Design axi_meta_depacketizer, sky130hd; sources not shown.
Figure 1. Register map, names as in the netlist.
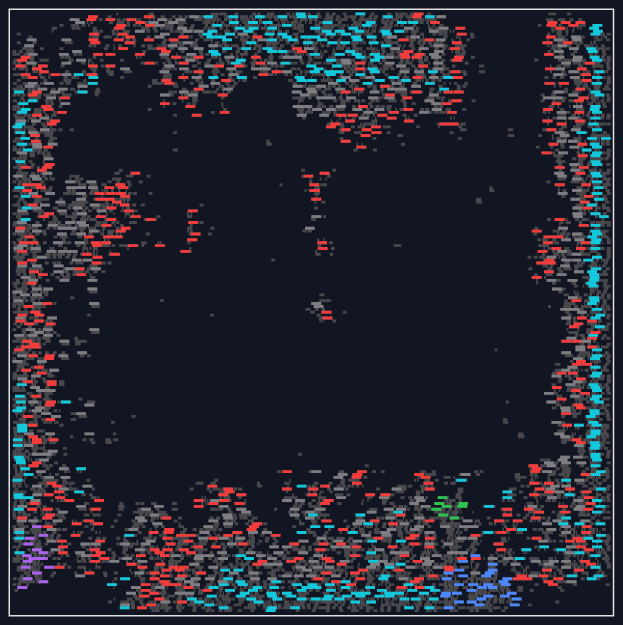
| netlist name | colour | flops | where |
|---|---|---|---|
| meta_data | cyan | 356 | all over the die |
| u_skid.out_data | red | 513 | all over the die |
| err_count | purple | 16 | south-west |
| pkt_count | blue | 32 | south-east |
| r_beat_cnt | green | 8 | south-east |
Seq power: 817 uW
register area: 36210 um2
flop share of the area: 43.61%
fin util: 26.26%

Figure 2. Clock wiring as the flow saved it.
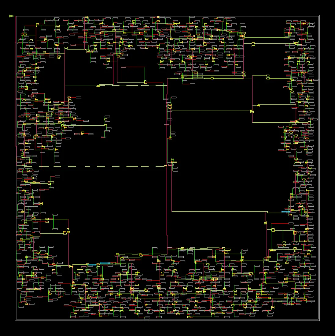
clk sinks: 1447
CTS Buf Count: 274
CLK BUF: 338

==> deck_impl_summary.md <==
Flow Results at a Glance

Run status
  • Run status: complete, no violations

Logic synthesis
  • Max-area cell share: between 60% and 70%
  • Synth area leader: dfrtp_1
  • XORs/XNORs by Area: 0.7668%
  • Synth Warn #: 0
  • Sequential share of the synthesized area: 62.16%

Timing
  • Fin crit period: 34610 ps
  • Final tally of hold violations: 0
  • Fin Hold WS: approximately 270 ps

Global route
  • Grt met1 use: 18.19%

Power
  • Pwr dens: 30.68 nW/um2

Placed design
  • DP Worst Slack: 85510 ps

Final layout
  • Clock network area share: 6.889%
  • Multi-input comb cells: 3326
  • MI comb area: 20810 um2
  • Comb/total area: between 20 and 30%

Floorplan
  • Die area: around 320000 um2

Worst setup path
  • Crit path depth: 9
  • CP top delay family: buffers and inverters
  • Crit-path cells: clkdlybuf4s50_1 > and3b_1 > o22ai_4 > buf_4 > buf_4 > buf_4 > buf_4 > buf_4 > o21ai_0
==> cells in the mapped netlist (2+ instances only) <==
| cell type | n |
|---|---|
| buf_2 | 21 |
| nand2_1 | 1600 |
| mux2i_1 | 513 |
| and3_1 | 7 |
| ha_1 | 4 |
| inv_1 | 13 |
| or4b_1 | 2 |
| nand3_1 | 21 |
| dfrtp_1 | 1447 |
| nor2_1 | 21 |
| mux2_2 | 515 |
| nor2b_1 | 5 |
| xor2_1 | 22 |
| nor3_1 | 14 |
| nand3b_1 | 2 |
| clkbuf_1 | 279 |
| o21ai_0 | 519 |
| nor4_2 | 2 |
| a21oi_1 | 5 |
| and4_1 | 3 |
| nor3b_1 | 5 |
| nand4_1 | 11 |
| nor4_1 | 6 |
| buf_1 | 14 |
| and2_1 | 4 |
| xnor2_1 | 29 |
| nor4b_1 | 2 |
No activity file was given, so power comes from the tool's default toggle rates.
